## src/rtl/timer_pkg.sv

```systemverilog
// Shared definitions for the countdown timer slice.
// - state_t     : timer FSM states
// - BCD_W       : width of one BCD digit
// - IDX_*       : digit positions within the 20-bit digits bus (tenths is digit 0)
// - *_WRAP      : values the tenths and units digits reload with on a borrow
// - clamp_digit : limits a loaded digit to a legal maximum
package timer_pkg;

  typedef enum logic [1:0] {
    IDLE   = 2'd0,
    RUN    = 2'd1,
    PAUSED = 2'd2,
    DONE   = 2'd3
  } state_t;

  localparam int BCD_W      = 4;
  localparam int NUM_DIGITS = 5;

  localparam int IDX_TENTHS    = 0;
  localparam int IDX_SEC_UNITS = 1;
  localparam int IDX_SEC_TENS  = 2;
  localparam int IDX_MIN_UNITS = 3;
  localparam int IDX_MIN_TENS  = 4;

  localparam logic [BCD_W-1:0] TENTHS_WRAP = 4'd9;
  localparam logic [BCD_W-1:0] UNITS_WRAP  = 4'd9;

  function automatic logic [BCD_W-1:0] clamp_digit(input logic [BCD_W-1:0] d,
                                                   input logic [BCD_W-1:0] max_d);
    return (d > max_d) ? max_d : d;
  endfunction

endpackage

```

## src/rtl/countdown_timer_if.sv

```systemverilog
// Control/status bundle of the countdown timer.
// Inputs to the timer : enable, tick_100ms, load, load_value, start, pause
// Outputs of the timer: digits {min_tens, min_units, sec_tens, sec_units, tenths},
//                       running, done, expired
// modport slave  : the timer itself
// modport master : whoever drives the controls and watches the display
interface countdown_timer_if;

  logic        enable;
  logic        tick_100ms;
  logic        load;
  logic [15:0] load_value;
  logic        start;
  logic        pause;
  logic [19:0] digits;
  logic        running;
  logic        done;
  logic        expired;

  modport master (
    output enable, tick_100ms, load, load_value, start, pause,
    input  digits, running, done, expired
  );

  modport slave (
    input  enable, tick_100ms, load, load_value, start, pause,
    output digits, running, done, expired
  );

endinterface

```

## src/rtl/bcd_down_digit.sv

```systemverilog
// One BCD down-counting digit.
// Ports:
//   clk, rst     : clock, synchronous active-low reset (digit clears to 0)
//   load         : capture load_val (wins over dec)
//   load_val     : already-legal BCD value to load
//   dec          : decrement this digit by one
//   wrap         : value taken when decrementing from 0
//   digit        : registered digit value
//   borrow_out   : dec while digit==0, i.e. the next digit up must decrement
module bcd_down_digit
  import timer_pkg::*;
(
  input  logic             clk,
  input  logic             rst,
  input  logic             load,
  input  logic [BCD_W-1:0] load_val,
  input  logic             dec,
  input  logic [BCD_W-1:0] wrap,
  output logic [BCD_W-1:0] digit,
  output logic             borrow_out
);

  assign borrow_out = dec && (digit == '0);

  always_ff @(posedge clk) begin
    if (!rst) begin
      digit <= '0;
    end else if (load) begin
      digit <= load_val;
    end else if (dec) begin
      digit <= (digit == '0) ? wrap : digit - 4'd1;
    end
  end

endmodule

```

## src/rtl/countdown_timer.sv

```systemverilog
// MM:SS.t BCD countdown timer driven by a 100 ms tick.
// Ports:
//   clk  : system clock
//   rst  : synchronous, active-low reset
//   bus  : countdown_timer_if.slave (controls in, digits/running/done/expired out)
// The FSM, load clamping, zero/last detection and the expiry pulse live here;
// the five digits are bcd_down_digit instances chained by borrow.
module countdown_timer
  import timer_pkg::*;
#(
  parameter int MIN_TENS_MAX = 5,
  parameter int SEC_TENS_MAX = 5
) (
  input logic              clk,
  input logic              rst,
  countdown_timer_if.slave bus
);

  localparam logic [BCD_W-1:0] MT_MAX = BCD_W'(MIN_TENS_MAX);
  localparam logic [BCD_W-1:0] ST_MAX = BCD_W'(SEC_TENS_MAX);

  state_t state;
  logic   running_q;
  logic   done_q;
  logic   expired_q;

  logic [BCD_W-1:0] dig [NUM_DIGITS];
  logic [BCD_W-1:0] ld_val [NUM_DIGITS];
  logic [19:0]      digits_w;

  logic ld_acc;
  logic tick_acc;
  logic borrow_t;
  logic borrow_su;
  logic borrow_st;
  logic borrow_mu;
  logic borrow_unused;
  logic is_zero;
  logic is_last;

  assign digits_w = {dig[IDX_MIN_TENS], dig[IDX_MIN_UNITS], dig[IDX_SEC_TENS],
                     dig[IDX_SEC_UNITS], dig[IDX_TENTHS]};

  assign is_zero = (digits_w == 20'h00000);
  assign is_last = (digits_w == 20'h00001);

  // A tick only counts in RUN and only when no higher-priority control
  // (load or pause) is present in the same cycle.
  assign ld_acc   = bus.enable && bus.load;
  assign tick_acc = bus.enable && !bus.load && !bus.pause && bus.tick_100ms &&
                    (state == RUN);

  assign ld_val[IDX_MIN_TENS]  = clamp_digit(bus.load_value[15:12], MT_MAX);
  assign ld_val[IDX_MIN_UNITS] = clamp_digit(bus.load_value[11:8], UNITS_WRAP);
  assign ld_val[IDX_SEC_TENS]  = clamp_digit(bus.load_value[7:4], ST_MAX);
  assign ld_val[IDX_SEC_UNITS] = clamp_digit(bus.load_value[3:0], UNITS_WRAP);
  assign ld_val[IDX_TENTHS]    = '0;

  bcd_down_digit u_tenths (
    .clk(clk), .rst(rst), .load(ld_acc), .load_val(ld_val[IDX_TENTHS]),
    .dec(tick_acc), .wrap(TENTHS_WRAP),
    .digit(dig[IDX_TENTHS]), .borrow_out(borrow_t)
  );

  bcd_down_digit u_sec_units (
    .clk(clk), .rst(rst), .load(ld_acc), .load_val(ld_val[IDX_SEC_UNITS]),
    .dec(borrow_t), .wrap(UNITS_WRAP),
    .digit(dig[IDX_SEC_UNITS]), .borrow_out(borrow_su)
  );

  bcd_down_digit u_sec_tens (
    .clk(clk), .rst(rst), .load(ld_acc), .load_val(ld_val[IDX_SEC_TENS]),
    .dec(borrow_su), .wrap(ST_MAX),
    .digit(dig[IDX_SEC_TENS]), .borrow_out(borrow_st)
  );

  bcd_down_digit u_min_units (
    .clk(clk), .rst(rst), .load(ld_acc), .load_val(ld_val[IDX_MIN_UNITS]),
    .dec(borrow_st), .wrap(UNITS_WRAP),
    .digit(dig[IDX_MIN_UNITS]), .borrow_out(borrow_mu)
  );

  // Minutes-tens never borrows: RUN is never entered at zero and the count
  // leaves RUN on reaching zero, so its wrap value is never used.
  bcd_down_digit u_min_tens (
    .clk(clk), .rst(rst), .load(ld_acc), .load_val(ld_val[IDX_MIN_TENS]),
    .dec(borrow_mu), .wrap(4'd0),
    .digit(dig[IDX_MIN_TENS]), .borrow_out(borrow_unused)
  );

  // Priority: load > pause > start > tick. A pause in any state therefore
  // masks a simultaneous start.
  always_ff @(posedge clk) begin
    if (!rst) begin
      state     <= IDLE;
      running_q <= 1'b0;
      done_q    <= 1'b0;
      expired_q <= 1'b0;
    end else if (!bus.enable) begin
      expired_q <= 1'b0;
    end else begin
      expired_q <= 1'b0;
      if (bus.load) begin
        state     <= IDLE;
        running_q <= 1'b0;
        done_q    <= 1'b0;
      end else begin
        case (state)
          IDLE, PAUSED: begin
            if (!bus.pause && bus.start && !is_zero) begin
              state     <= RUN;
              running_q <= 1'b1;
            end
          end
          RUN: begin
            if (bus.pause) begin
              state     <= PAUSED;
              running_q <= 1'b0;
            end else if (bus.tick_100ms && is_last) begin
              state     <= DONE;
              running_q <= 1'b0;
              done_q    <= 1'b1;
              expired_q <= 1'b1;
            end
          end
          DONE: begin
          end
          default: begin
            state     <= IDLE;
            running_q <= 1'b0;
            done_q    <= 1'b0;
          end
        endcase
      end
    end
  end

  assign bus.digits  = digits_w;
  assign bus.running = running_q;
  assign bus.done    = done_q;
  assign bus.expired = expired_q;

endmodule

```

## src/flat_wrapper.sv

```systemverilog
// flat-port wrapper written by rule: the top's interface ports become plain ports
module countdown_timer_flat import timer_pkg::*;
#(
  parameter int MIN_TENS_MAX = 5,
  parameter int SEC_TENS_MAX = 5
)
  (clk, rst, bus_enable, bus_tick_100ms, bus_load, bus_load_value, bus_start, bus_pause, bus_digits, bus_running, bus_done, bus_expired);
  countdown_timer_if bus_i ();
  input logic clk;
  input logic rst;
  input wire logic [$bits(bus_i.enable)-1:0] bus_enable;
  input wire logic [$bits(bus_i.tick_100ms)-1:0] bus_tick_100ms;
  input wire logic [$bits(bus_i.load)-1:0] bus_load;
  input wire logic [$bits(bus_i.load_value)-1:0] bus_load_value;
  input wire logic [$bits(bus_i.start)-1:0] bus_start;
  input wire logic [$bits(bus_i.pause)-1:0] bus_pause;
  output wire logic [$bits(bus_i.digits)-1:0] bus_digits;
  output wire logic [$bits(bus_i.running)-1:0] bus_running;
  output wire logic [$bits(bus_i.done)-1:0] bus_done;
  output wire logic [$bits(bus_i.expired)-1:0] bus_expired;
  assign bus_i.enable = bus_enable;
  assign bus_i.tick_100ms = bus_tick_100ms;
  assign bus_i.load = bus_load;
  assign bus_i.load_value = bus_load_value;
  assign bus_i.start = bus_start;
  assign bus_i.pause = bus_pause;
  assign bus_digits = bus_i.digits;
  assign bus_running = bus_i.running;
  assign bus_done = bus_i.done;
  assign bus_expired = bus_i.expired;
  countdown_timer #(.MIN_TENS_MAX(MIN_TENS_MAX), .SEC_TENS_MAX(SEC_TENS_MAX)) u_core (.clk(clk), .rst(rst), .bus(bus_i));
endmodule
```

## config.mk

```make
export PLATFORM = sky130hd
export DESIGN_NAME = countdown_timer_flat
export DESIGN_NICKNAME = d
export VERILOG_FILES = /design/src/rtl/timer_pkg.sv /design/src/rtl/countdown_timer_if.sv /design/src/rtl/bcd_down_digit.sv /design/src/rtl/countdown_timer.sv /design/src/flat_wrapper.sv
export SDC_FILE = /design/constraint.sdc
export NUM_CORES = 1
export LEC_CHECK = 0
export CORE_MARGIN = 5
export CORE_UTILIZATION = 47
export CTS_BUF_LIST = sky130_fd_sc_hd__clkbuf_4 sky130_fd_sc_hd__clkbuf_8
export CTS_CLUSTER_SIZE = 20
export DETAILED_ROUTE_END_ITERATION = 16
export GPL_TIMING_DRIVEN = 0
export PLACE_DENSITY = 0.82
export SETUP_SLACK_MARGIN = 0.4
export SLEW_MARGIN = 20
export SYNTH_ARGS = -nofsm -noshare
export SYNTH_HDL_FRONTEND = slang
export SYNTH_SLANG_ARGS = --single-unit
export TNS_END_PERCENT = 100
```

## constraint.sdc

```tcl
create_clock -name clk -period 2.3 [get_ports clk]
set_input_delay 0.46 -clock clk [delete_from_list [all_inputs] [get_ports clk]]
set_output_delay 0.46 -clock clk [all_outputs]
set_load 0.1 [all_outputs]
```

final_clocks.png
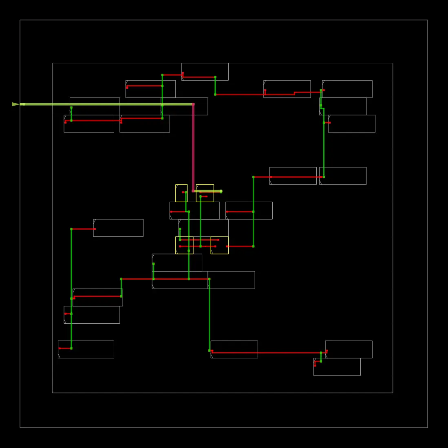
clock buffer count: 3
clk ins delay skew pair: 310 ps

cell_classes.png
The bar under the picture is 20 um long.
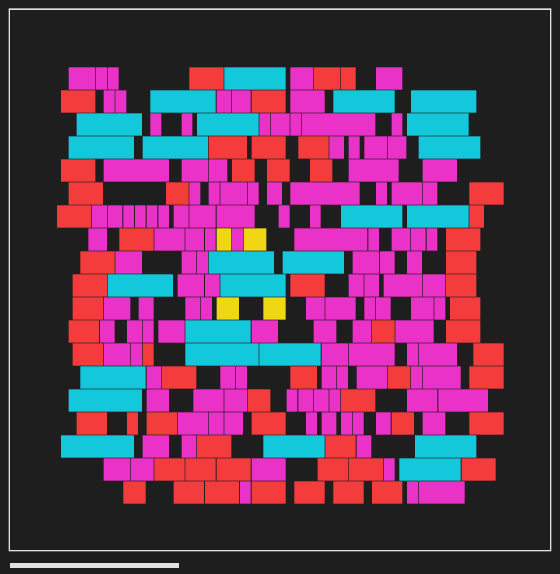
[flip-flops] cyan | cells: 25
[all other logic] magenta | cells: 128
[clock drivers and dummy loads] yellow | cells: 4
[other buffers and delay cells] red | cells: 59
row count: 19
Design Area, Final: 2050 um2
flop share of the area: 25.5%

clock_map.png
The bar under the picture is 20 um long.
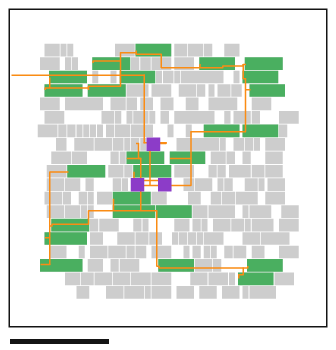
[flip-flops] green | count: 25
[clock wires] orange | length: 279 um
[cells driving clock nets] purple | count: 3
flops lie: all over the die
clock-net power: 0.000193 W
Clk pwr share: 19.1%
clock skew: 12.1 ps

==> ci_impl_report.md <==
### Flow metrics

| Metric | Value |
|---|---|
| Worst R2R Start | u_core.u_sec_tens.digit[3] |
| And+or+nand+nor area frac | between 20% and 30% |
| Synth flops | 25 |
| Final Cycle Share | a little over four fifths |
| Most used routing layer in global routing | met2 |
| H-tree levels | 1 |
| Fa+ha+maj area frac | 0% |
| Endpoints failing hold | 0 |
| R2R cell count | 6 |
| CP endpoint kind | flip-flop |
| DR WL/cell | roughly 16 um |
| Top cell category | logic gates |
| Fin crit period | 1940 ps |
| Synth Warn # | 0 |
| Met2 wire length | between 1.5 and 2 mm |
| Detailed Route WL | 3.94 mm |
| Non-clk bufs | 59 |
| Register area | 524 um2 |
| Hold wc startpoint | bus_enable |
| Reg power frac | 47.0% |
| Asr flop ratio synth | 0% |
| Met1 Resource Use GR | 24.3% |
| Switching Fraction | ~37% |
| Worst setup path end | u_core.bus.running |
| Critical path required time | 2570 ps |
| Post-Synthesis Net Count | approximately 180 |
| Clock Pin Slew Worst Setup and Hold Paths | around 140 ps |
| Fraction of layout cells with a size suffix above 1 | approximately a third |
| Comb pwr share | between 30% and 40% |
| I/O pins | around 46 |
| Ys cells | approximately 160 |
| Max-slew headroom | 63.4% |
| Crit start category | flip-flop |
| Top cells by count | dfxtp_1 (25), nor2_1 (23), nand2_1 (14) |
| Status | finished, final reports clean |
| Initial antenna violation count | 0 |
| Min-Delay Path Depth | 3 |
| Top cells by area | dfxtp_1 (37%), nor2_1 (6.3%), a21oi_1 (4.0%) |
| Crit path arrival time | ~2200 ps |
| Floorplan Utilization | a little under 50% |
| Inverters, non-clock | 5 |
| Setup CP Type | flip-flop to flip-flop |
| Met2 GRT Util | 31.2% |
| Syn Area/Cell | roughly 8.6 um2 |
| Worst-margin pin slew | 549 ps |
| Fillers | 203 |
| Cell Int Power | between 0.0006 and 0.0007 W |
| Post-synth area from yosys stat | 1360 um2 |
| DR iter-0 viols | between 80 and 90 |
| Synth Seq Share | a little under two fifths |
| Seq cells | 25 |
| Detail Route Antenna Nets | 0 |
| Count leader, synth | dfxtp_1 |
| Antenna Cells | 0 |
| P_sw | about 0.00037 W |
| Crit path buffers/inverters | 1 |
| RSZ-0062 raised after global routing | yes |
| Worst hold path class | input pin to flip-flop |
| DR pass1 iterations | 4 |
| CTS Buffer Depth | 2 |
| # Taps | 31 |
| Peak per-stage delay on the critical path | 530 ps |
| Wire length on met3 | 256 um |
| Overall Global Routing Usage | a little under a fifth |
| Pre-CTS WS | -403 ps |
| Comb pwr | 0.000344 W |
| CTS Sinks | 25 |
| Clock Tree Root | clkbuf_4 |
| Clock-cell share | around 1.3% |
| Minimum setup slack among reg-to-reg paths | ~360 ps |
| Vias per cell | 5.78 |
| Dominant flop cell | dfxtp_1 |
| Comb area leader | simple AND/OR/NAND/NOR gates |
| Unique cell types | about 44 |
| HPWL Detailed | ~2.8 mm |
| Max Cap Viol | 0 |
| Fin util | between 70% and 80% |
| Leakage | 0.757 nW |
pdn.png
Pins as bars on the die edge. Tap cells in gray.
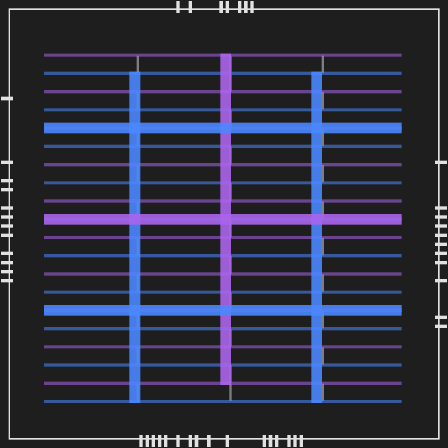
[VDD] purple
[VSS] blue
signal pins: 46
met5 straps: 3
height of the die: 63.9 um
core box area: 2760 um2
Peak VDD IR: 0.000404 V
die width: 63.9 um

gate_families.png
The bar under the picture is 20 um long.
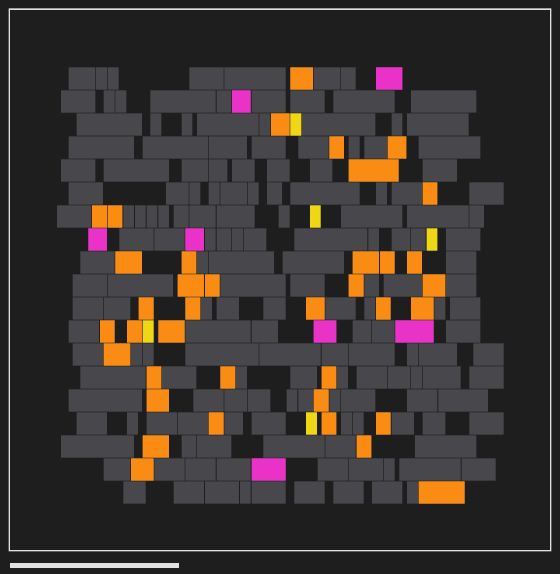
[inverting AOI/OAI gates] orange | cells: 38 | most used: a21oi_1
[AND and OR gates] magenta | cells: 7 | most used: or3_1
[inverters] yellow | cells: 5 | most used: inv_1
highest-count logic cell in the final layout: nor2_1
Comb area share: 42.2%
Final Non-Filler Cells: 247

==> through the flow <==
stage / hold WS [ps] / std cells / area, um2 / power, W / TNS (ps)
4_1_cts: 467 / 247 / 2020 / 0.00101 / 0
2_1_floorplan: 488 / 159 / 1400 / 0.000701 / 0
5_1_grt: 476 / 247 / 2050 / 0.00107 / 0
6_report: 481 / 247 / 2050 / 0.00101 / 0
3_3_place_gp: 458 / 234 / 1880 / 0.000796 / -3260
3_5_place_dp: 474 / 234 / 1880 / 0.000802 / -3800
==> cell families (layout without fill, tap and decap cells) <==
kind of cell	after synthesis	count (layout)
xor gates and xnor gates	6	6
muxes	5	5
and+or+nand+nor	68	68
buffers and inverters	11	68
AOI/OAI and AO/OA	44	44
DFF	25	25
Power and IR drop assume default switching activity.
